--- src/rtl/controller.sv ---
// Memory-game control unit: debounced enter button plus a Moore FSM that
// sequences the datapath through setup, playback, entry, check and result.
module controller #(
  parameter int unsigned SYNC_STAGES    = 2,
  parameter int unsigned LOCKOUT_CYCLES = 1_000_000
) (
  input  logic       clock_50,
  input  logic       reset,
  input  logic       enter_n,
  input  logic       end_fpga,
  input  logic       end_user,
  input  logic       end_time,
  input  logic       win,
  input  logic       match,
  output logic       r1,
  output logic       r2,
  output logic       e1,
  output logic       e2,
  output logic       e3,
  output logic       e4,
  output logic       sel,
  output logic [2:0] state
);

  typedef enum logic [2:0] {
    INIT       = 3'd0,
    SETUP      = 3'd1,
    PLAY_FPGA  = 3'd2,
    PLAY_USER  = 3'd3,
    CHECK      = 3'd4,
    NEXT_ROUND = 3'd5,
    EVAL       = 3'd6,
    RESULT     = 3'd7
  } state_t;

  localparam int unsigned LW = (LOCKOUT_CYCLES > 1) ? $clog2(LOCKOUT_CYCLES) : 1;

  logic [SYNC_STAGES-1:0] sync_q;
  logic                   prev_q;
  logic [LW-1:0]          lock_q, lock_d;
  logic                   enter_pulse;
  state_t                 state_q, state_d;

  // Output vector order: {r1, r2, e1, e2, e3, e4, sel}
  function automatic logic [6:0] decode(input state_t s);
    case (s)
      INIT:       decode = 7'b1100001;
      SETUP:      decode = 7'b0010001;
      PLAY_FPGA:  decode = 7'b0100101;
      PLAY_USER:  decode = 7'b0001001;
      CHECK:      decode = 7'b0000001;
      NEXT_ROUND: decode = 7'b0000011;
      EVAL:       decode = 7'b0000001;
      default:    decode = 7'b0000000;
    endcase
  endfunction

  assign enter_pulse = prev_q & ~sync_q[SYNC_STAGES-1] & (lock_q == '0);

  always_comb begin
    lock_d = lock_q;
    if (enter_pulse)
      lock_d = LW'(LOCKOUT_CYCLES - 1);
    else if (lock_q != '0)
      lock_d = lock_q - LW'(1);
  end

  always_comb begin
    state_d = state_q;
    case (state_q)
      INIT:       state_d = SETUP;
      SETUP:      if (enter_pulse) state_d = PLAY_FPGA;
      PLAY_FPGA:  if (end_fpga) state_d = PLAY_USER;
      PLAY_USER: begin
        if (end_time)      state_d = RESULT;
        else if (end_user) state_d = CHECK;
      end
      CHECK:      state_d = match ? NEXT_ROUND : RESULT;
      NEXT_ROUND: state_d = EVAL;
      EVAL:       state_d = win ? RESULT : PLAY_FPGA;
      RESULT:     if (enter_pulse) state_d = INIT;
      default:    state_d = INIT;
    endcase
  end

  // Outputs are decoded from the next state so they are registered yet
  // always agree with the state register.
  always_ff @(posedge clock_50) begin
    if (reset) begin
      sync_q  <= '1;
      prev_q  <= 1'b1;
      lock_q  <= '0;
      state_q <= INIT;
      {r1, r2, e1, e2, e3, e4, sel} <= decode(INIT);
    end else begin
      sync_q  <= {sync_q[SYNC_STAGES-2:0], enter_n};
      prev_q  <= sync_q[SYNC_STAGES-1];
      lock_q  <= lock_d;
      state_q <= state_d;
      {r1, r2, e1, e2, e3, e4, sel} <= decode(state_d);
    end
  end

  assign state = state_q;

endmodule
--- config.mk ---
export PLATFORM = sky130hd
export DESIGN_NAME = controller
export DESIGN_NICKNAME = d
export VERILOG_FILES = /design/src/rtl/controller.sv
export SDC_FILE = /design/constraint.sdc
export NUM_CORES = 1
export LEC_CHECK = 0
export CORE_MARGIN = 10
export CORE_UTILIZATION = 49
export DETAILED_ROUTE_END_ITERATION = 8
export GPL_TIMING_DRIVEN = 0
export PLACE_DENSITY = 0.74
export SLEW_MARGIN = 40
export SYNTH_ARGS = -nofsm -noshare
export SYNTH_HDL_FRONTEND = slang
export SYNTH_SLANG_ARGS = --single-unit
--- constraint.sdc ---
create_clock -name clock_50 -period 2.2 [get_ports clock_50]
set_input_delay 0.44 -clock clock_50 [delete_from_list [all_inputs] [get_ports clock_50]]
set_output_delay 0.44 -clock clock_50 [all_outputs]
set_load 0.01 [all_outputs]
run_1/m1.png
Bar = 20 µm. Supply wires on this layer in grey. Cells faint in the background.
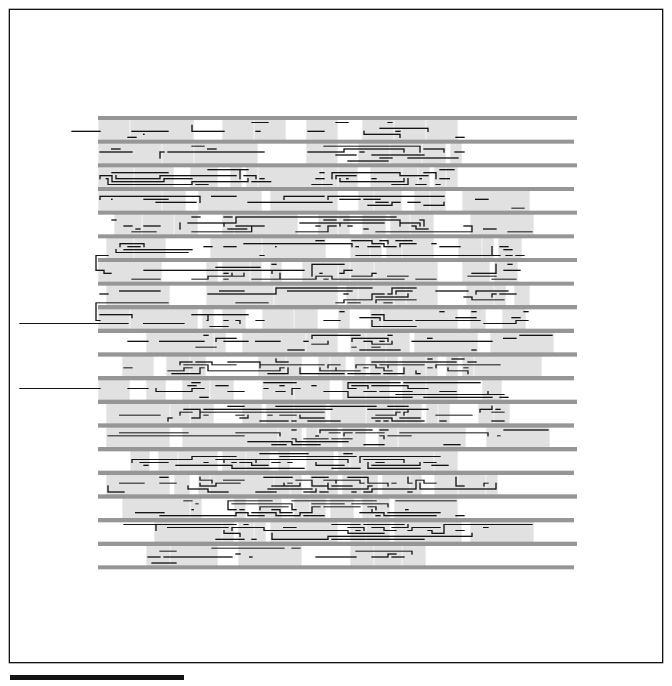
nets with wire on the layer	190
share of all routed wire	47%

run_1/port_trees.png
Bar = 20 µm.
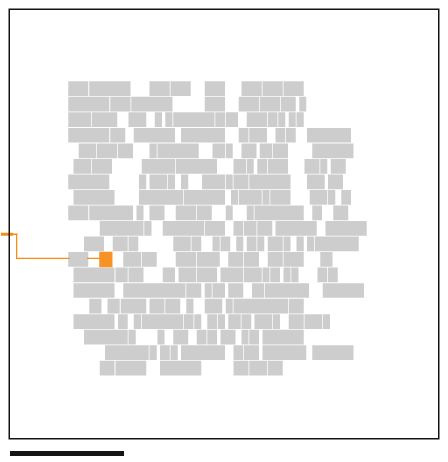
colour	port	bits	direction	edge	end cells	wire
orange	`enter_n`	1	input	left	1	16.4 µm

run_1/congestion_map.png
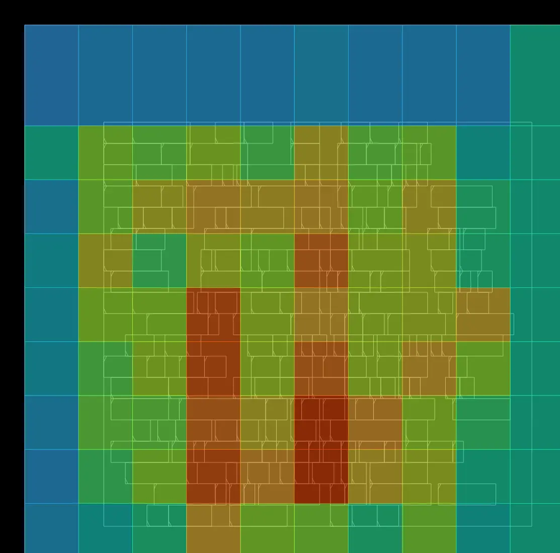
Post-Route Utilization: 68.3%
global routing met2 resource utilization: 19.6%
detail-routed net length per standard cell: 14.6 µm
global-route track usage on met3: 5.78%
gr busiest metal: met2

==> results.txt, run 1 <==
Status on the layout run. The run finished with clean final reports. Fraction of synthesized cell area taken by the top area cell type landed at around 45%. Summing the areas of all compound-gate instances in the mapped netlist gives between 10% and 20% of the synthesized area.

The register with the most flip-flops in the layout has 20 of them. Per the synth log, the flip-flop and latch total comes to 33. After synthesis, the largest family of logic cells by area is simple AND/OR/NAND/NOR gates.

For the final database, setup skew stands at about 0.0038 ns. Combinational-cell power consumption landed at about 1.6 mW. Proportion of power drawn by the clock network landed at 15.3%. Simple-gate share of the synthesized area landed at ~28%. Cell-internal power landed at between 1.5 and 2 mW.

Die boundary height landed at roughly 75 µm. Ratio of total power to cell area landed at approximately 1600 nW/µm². The horizontal die dimension reported for this design is roughly 75 µm. The dominant power group in this design is combinational cells. The Yosys step of the flow raised 0 warnings.

Number of top-level pins landed at 18. Hold path depth landed at 1. Static timing analysis puts the maximum clock frequency at 0.457 GHz.

No sink is reached through more buffers than the 2 on the longest clock path. TritonCTS built the clock tree. The H-tree generated during clock tree synthesis spans 2 levels. Worst hold slack across all endpoints landed at ~0.43 ns. The via count of the first global-routing pass was between 1000 and 1500.

STA shows the worst reg2reg path with a cell count of 7. Counting every net in the synthesized netlist gives about 180. After synthesis, the mean cell area works out to 8.98 µm². Multiplexer cells account for under 10% of the synthesized area. Area added between synthesis and finish landed at 30.4%.

The report lists the number of standard-cell rows as 19. Summed over all instances, the cell type with the most area after synthesis is dfxtp_1. For the worst setup path, the data required time is 2.43 ns. Number of instances in the synthesized netlist landed at roughly 170.

Number of remaining DRC errors landed at 0. After routing, the total negative slack on setup checks comes to 0 ns. Flip-flop and latch area landed at ~670 µm². Setup repair after global routing could not meet its margin everywhere. The worst setup path is launched from a flip-flop. Final tally of hold violations landed at 0. The initial antenna violation count came to 0.

Yosys instantiated no cell more often than dfxtp_1. The type recorded for the worst min-delay path is reg2reg. Post-synthesis share of cell area spent on full adders, half adders and majority gates landed at under 10%.
run 1: area by class of cell:
cell class | instances | area share, %
plain buffers | 5 | 1.75
flip-flops and latches | 33 | 34.9
inverters | 7 | 1.36
clock buffers | 5 | 1.94
repair buffers | 27 | 12.7
multi-input cells | 120 | 42.9
well taps | 31 | 2.01
clock inverters | 3 | 2.40
run 1: worst max-delay path by stage:
stage,end,from,depth (start not counted)
after floorplan,sel,lock_q[16],8
after global placement,sel,lock_q[10],7
after detailed placement,lock_q[17],lock_q[10],6
after CTS,sel,lock_q[6],7
after global routing,sel,lock_q[5],7
final,sel,lock_q[5],7
run 1: cell usage in the layout, fill, tap and decap left out, drive strengths merged, types with 2 or more instances in the layout:
cell type,Yosys,routed
nor4,3,3
mux2i,2,2
ha,2,2
nor3,9,9
inv,7,7
a311oi,3,3
o31ai,2,2
a21oi,10,10
nand2b,2,2
xor2,2,2
nor2,26,26
or4,4,4
or2,3,3
or3,2,2
buf,2,12
xnor2,2,2
dfxtp,33,33
o21ai,8,8
a211oi,9,9
nand3,2,2
nand2,8,8
clkbuf,3,8
clkdlybuf4s50,0,17
nor2b,2,2
run 1: layer usage:
metal,part of all wire (%),wire [µm],up-vias,track usage (%)
met5,0,0,-,0
met4,1.6,53,0,4.41
met3,3.8,127,6,5.78
met2,48,1620,21,19.6
met1,47,1570,610,14.4
li1,-,-,682,-
run 1: critical path, stage by stage, from the launching register on:
cell     delay [ns]
dfxtp_2        0.37
nor4_4         0.33
and4_1         0.27
and3_1         0.17
buf_6          0.11
nand2_1        0.05
a32o_2         0.28
or4_4          0.50
run 1: what timing repair did:
item	CTS	global route
setup buffers	1	9
pin swaps	1	7
endpoints found under the setup margin	2	11
hold buffers	0	0
gates resized	1	23
run_1/layers.png
Only two layers are drawn.
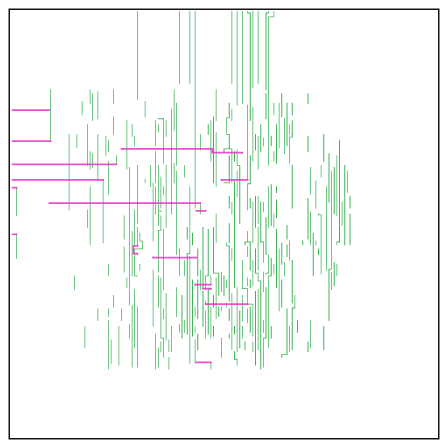

==> run 2: changes to the inputs <==
- CORE_UTILIZATION: 49 -> 30
- PLACE_DENSITY: 0.74 -> 0.5
run_2/layers.png
Only two layers are drawn.
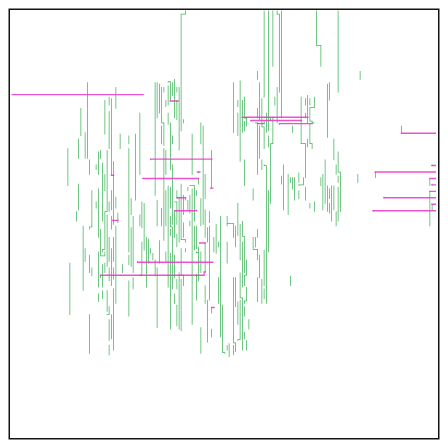
colour	layer	wire length
green	M2	1710 µm
magenta	M3	183 µm

run_2/ff_map.png
Bar = 20 µm. Other sequential cells in the stronger grey, the rest of the logic in the fainter grey.
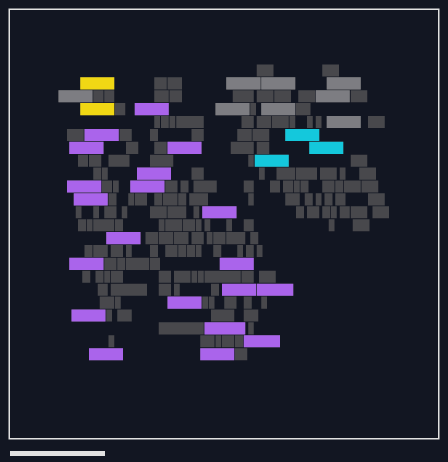
colour	name in the netlist	placed flops
purple	`lock_q`	20
yellow	`sync_q`	2
cyan	`state`	3

==> run 2 against run 1 <==
Design area grew 1.1%. Clock power down 4.9%. Count of clock-buffer cells in the layout did not move. Combinational power about the same. Flip-flop count stayed put. Sequential power about the same. Largest power group unchanged. First-iteration DRC count is 54% higher. Clock skew is 0.00070 ns lower. Critical path type unchanged. Synthesized area unchanged. Via count grew 2.2%.
==> results.txt, run 2 <==
Status on the layout run. The initial antenna violation count is 0 (unchanged). The hold path depth came to 1 (unchanged). The mux contribution to synthesized area is 1.35% (unchanged). Proportion of power drawn by the clock network landed at 14.8% (-0.5 points). Synthesized area per cell landed at 8.98 µm² (unchanged). Checking hold timing, the worst path is listed with class reg2reg. Setup repair after global routing could not meet its margin everywhere. The H-tree level count is 2 (unchanged).

The most critical setup path has its startpoint at lock_q[10]. The fraction of synthesized cell area taken by the top area cell type came to 44.6% (unchanged). The largest total area in the synthesized netlist belongs to dfxtp_1.

The die width was 90.3 µm (+20%). Number of synthesis warnings landed at 0 (unchanged). Post-synthesis share of cell area spent on full adders, half adders and majority gates landed at 1.69% (unchanged).

Between the synthesized netlist and the finished layout, the area growth was recorded as 31.8%. Number of flip-flops under the largest register name landed at 20 (unchanged). Ranked by power, first place goes to combinational cells. The cell-internal power was 1.74 mW (-2.9%). The aoi/oai-family share of the synthesized area is 18.3% (unchanged). In the layout the commonest cells are dfxtp_1, nor2_1, clkdlybuf4s50_1, buf_4. Number of instances in the synthesized netlist landed at 165 (unchanged). The average wire per cell in the routed design was 13.6 µm (-6.9%). Die boundary height landed at 90.3 µm (+20%).

The buffer levels on the longest clock path was 2 (unchanged). Sum of negative setup slack landed at 0 ns (unchanged). The post-synth net total is 175 (unchanged). Via count of the first global-routing pass landed at 1291 (+10%). The count of hold-fix buffers inserted at cts is 0 (unchanged). Setup clock skew after layout landed at 0.00314 ns (-0.000705 ns). Maximum clock frequency landed at 0.456 GHz (-0.14%). Number of cells traversed by the worst register-to-register path landed at 7 (unchanged). The flow ran to the end, and the final reports show no timing, DRC or antenna violations.

End-of-flow core utilization landed at 41.1% (-27 points). The combinational-cell power consumption came to 1.55 mW (about the same). TritonCTS built the clock tree. The synthesis-stage register bit count came to 33 (unchanged).

The ratio of total power to cell area is 1530 nW/µm² (-2.7%). Data required time at the worst endpoint landed at 2.36 ns (-0.07 ns). The simple-gate share of the synthesized area is 28.1% (unchanged). The number of top-level pins came to 18 (unchanged). For reference, the top logic cell family by area is simple AND/OR/NAND/NOR gates.
## run 2: cell count changes in the layout (fill, tap and decap cells not counted), sizes merged
| cell | delta |
|---|---|
| bufinv | -1 |
| clkinv | +1 |
## run 2: cell type report
class,count,area (µm²)
clock inverters,3,17.5
repair buffers,27,245
flip-flops and latches,33,667
multi-input cells,120,815
fillers,489,2800
clock buffers,5,68.8
inverters,7,26.3
well taps,67,83.8
plain buffers,5,30.0
## run 2: cells by family after synthesis
| family | after synthesis |
|---|---|
| xor gates and xnor gates | 4 |
| buffers and inverters | 12 |
| DFF | 33 |
| and+or+nand+nor | 72 |
| AOI/OAI and AO/OA | 40 |
| muxes | 2 |
| adders and majority gates | 2 |
## run 2: how the worst max path moves through the flow
stage | endpoint | slack (ns) | cells after the start
finish | sel | 0.008 | 7
floorplan | sel | 0.12 | 8
global placement | lock_q[17] | -0.05 | 6
detailed placement | lock_q[17] | -0.07 | 6
CTS | sel | 0.002 | 8
global route | sel | -0.08 | 7
## run 2: worst max-delay path, cell delays in order, from the launching register on
cell and delay, ns:
dfxtp_4 0.36, nor4_4 0.33, and4_1 0.27, and3_4 0.18, buf_6 0.10, nand2_2 0.04, a32o_2 0.27, or4_1 0.51
## run 2: per-layer routing
| layer | wire [µm] | global-route usage [%] | vias to the layer above |
|---|---|---|---|
| met3 | 182 | 2.91 | 11 |
| met5 | 0 | 0 | - |
| met1 | 1650 | 9.79 | 626 |
| met2 | 1710 | 14.3 | 37 |
| met4 | 90 | 3.98 | 0 |
| li1 | - | - | 674 |
## run 2: timing repair
item                                    4_1_cts  5_1_grt
gates resized                                 6        7
endpoints found under the setup margin        3        3
pin swaps                                     4        5
setup buffers                                 4        6
endpoints found under the hold margin         0        0
run_2/m1.png
Bar = 20 µm. Supply wires on this layer in grey. Cells faint in the background.
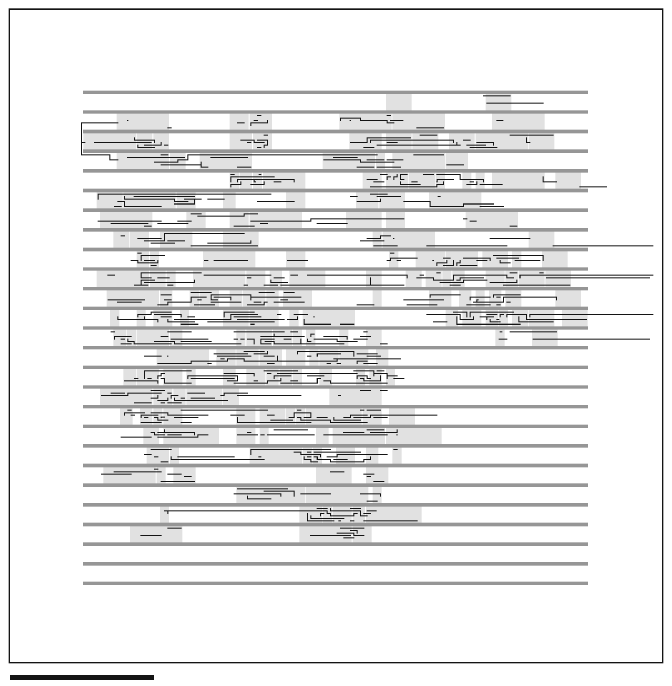

==> run 3: changes to the inputs <==
- CORE_ASPECT_RATIO: default -> 1.1
run_3/m1.png
Bar = 20 µm. Supply wires on this layer in grey. Cells faint in the background.
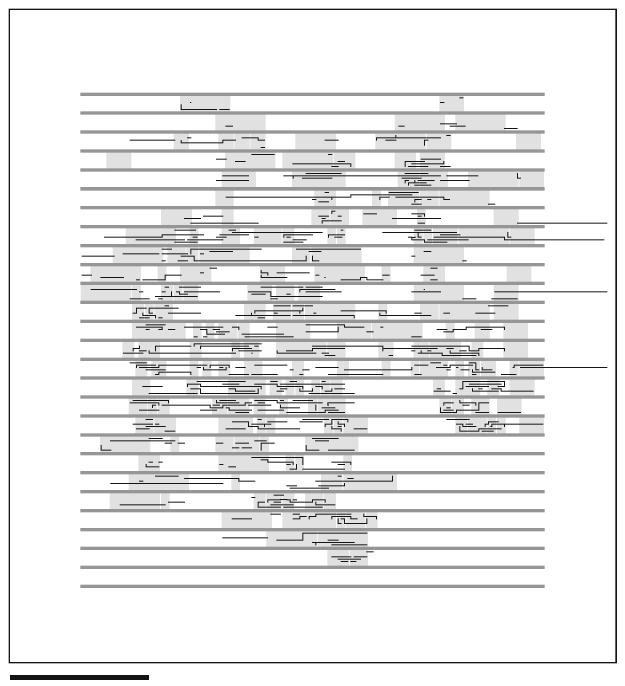
longest straight run	22.5 µm
main direction	horizontal

run_3/layers.png
Only two layers are drawn.
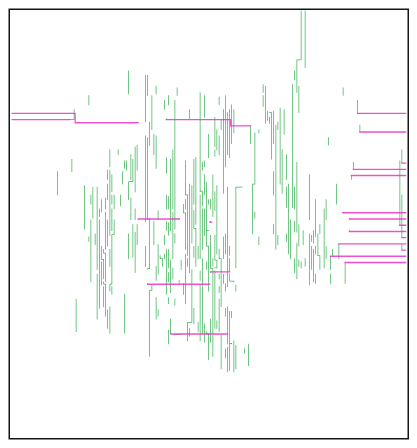
routed wire length: 3.31 mm
all-layer global routing usage: 8.19%

==> run 3 against run 2 <==
Sequential share of layout area increased by 1.3 points. Clock skew is 0.0056 ns higher. Final cell count decreased by 6.0%. Largest cell class unchanged. Critical endpoint unchanged.
==> results.txt, run 3 <==
Status on the layout run. Number of synthesis warnings landed at 0 (unchanged). The synthesized design spends more area on one cell type than any other, namely dfxtp_1. The number of flip-flops under the largest register name is 20 (unchanged).

The fraction of synthesized cell area taken by the top area cell type was 44.6% (unchanged). The sum of negative setup slack was 0 ns (unchanged). The data required time at the worst endpoint was 2.37 ns (about the same). Ratio of total power to cell area landed at 1480 nW/µm² (-3.7%). Die width landed at 87 µm (-3.6%). TritonCTS built the clock tree. The post-synth net total is 175 (unchanged).

The type recorded for the worst min-delay path is reg2reg. Number of instances in the synthesized netlist landed at 165 (unchanged). Number of cells traversed by the worst register-to-register path landed at 8 (+1). In the layout the commonest cells are dfxtp_1, nor2_1, clkdlybuf4s50_1, a21oi_1, a211oi_1. The end-of-flow core utilization is 39.9% (-1.1 points). Setup repair after global routing could not meet its margin everywhere.

Setup clock skew after layout landed at 0.00879 ns (+0.00565 ns). Number of top-level pins landed at 18 (unchanged). The flow ran to the end, and the final reports show no timing, DRC or antenna violations. The H-tree level count came to 2 (unchanged).

Area added between synthesis and finish landed at 27.2%. The hold path depth came to 1 (unchanged). Average wire per cell in the routed design landed at 13.2 µm (-2.8%). The via count of the first global-routing pass came to 1174 (-9.1%).

Maximum clock frequency landed at 0.457 GHz (+0.26%). Count of hold-fix buffers inserted at cts landed at 0 (unchanged). Die boundary height landed at 93.7 µm (+3.8%). Synthesized area per cell landed at 8.98 µm² (unchanged). Initial antenna violation count landed at 0 (unchanged).
[run 3: how the worst max path moves through the flow]
stage / depth (start not counted) / to / slack (ns)
final: 8 / sel / 0.01
after global routing: 7 / sel / -0.08
after CTS: 7 / sel / -0.04
after detailed placement: 7 / sel / -0.07
after global placement: 6 / lock_q[17] / -0.07
after floorplan: 8 / sel / 0.12
[run 3: layer usage]
layer | part of all wire, % | global-route usage (%)
met5 | 0 | 0
met4 | 1.7 | 4.05
met3 | 7.0 | 3.47
met2 | 48 | 13.3
met1 | 43 | 8.89
[run 3: kinds of logic after synthesis]
logic type | Yosys count | synth area share (%)
flops | 33 | 44.6
simple gates | 72 | 28.1
fa+ha+maj | 2 | 1.69
mux | 2 | 1.35
buf+inv | 12 | 3.55
compound gates | 40 | 18.3
xor+xnor | 4 | 2.37
[run 3: worst max-delay path, stage by stage (launching register included)]
cell	delay, ns
dfxtp_1	0.36
nor3_4	0.23
and4b_1	0.22
buf_4	0.14
and3_1	0.19
buf_6	0.11
nand2_1	0.04
a32o_2	0.27
or4_4	0.50
[run 3: report_power, final]
part	switching (mW)	internal, mW	total [mW]
sequential	0.215	0.790	1.00
combinational	0.728	0.610	1.34
clock	0.222	0.218	0.440
total	1.17	1.62	2.78
[run 3: cell type report]
type | count | area (µm²)
fill | 482 | 2830
multi-input combinational | 120 | 796
sequential | 33 | 668
timing repair buffer | 22 | 208
tap | 56 | 70.1
clock buffer | 5 | 68.8
buffer | 5 | 30.0
inverter | 7 | 26.3
clock inverter | 3 | 17.5
[run 3: what timing repair did]
| item | in CTS | in global routing |
|---|---|---|
| pin swaps | 1 | 5 |
| setup buffers | 1 | 4 |
| setup endpoints to repair | 2 | 6 |
| endpoints found under the hold margin | 0 | 0 |
| gates resized | 2 | 9 |
Power is estimated from default activity; no workload was simulated.
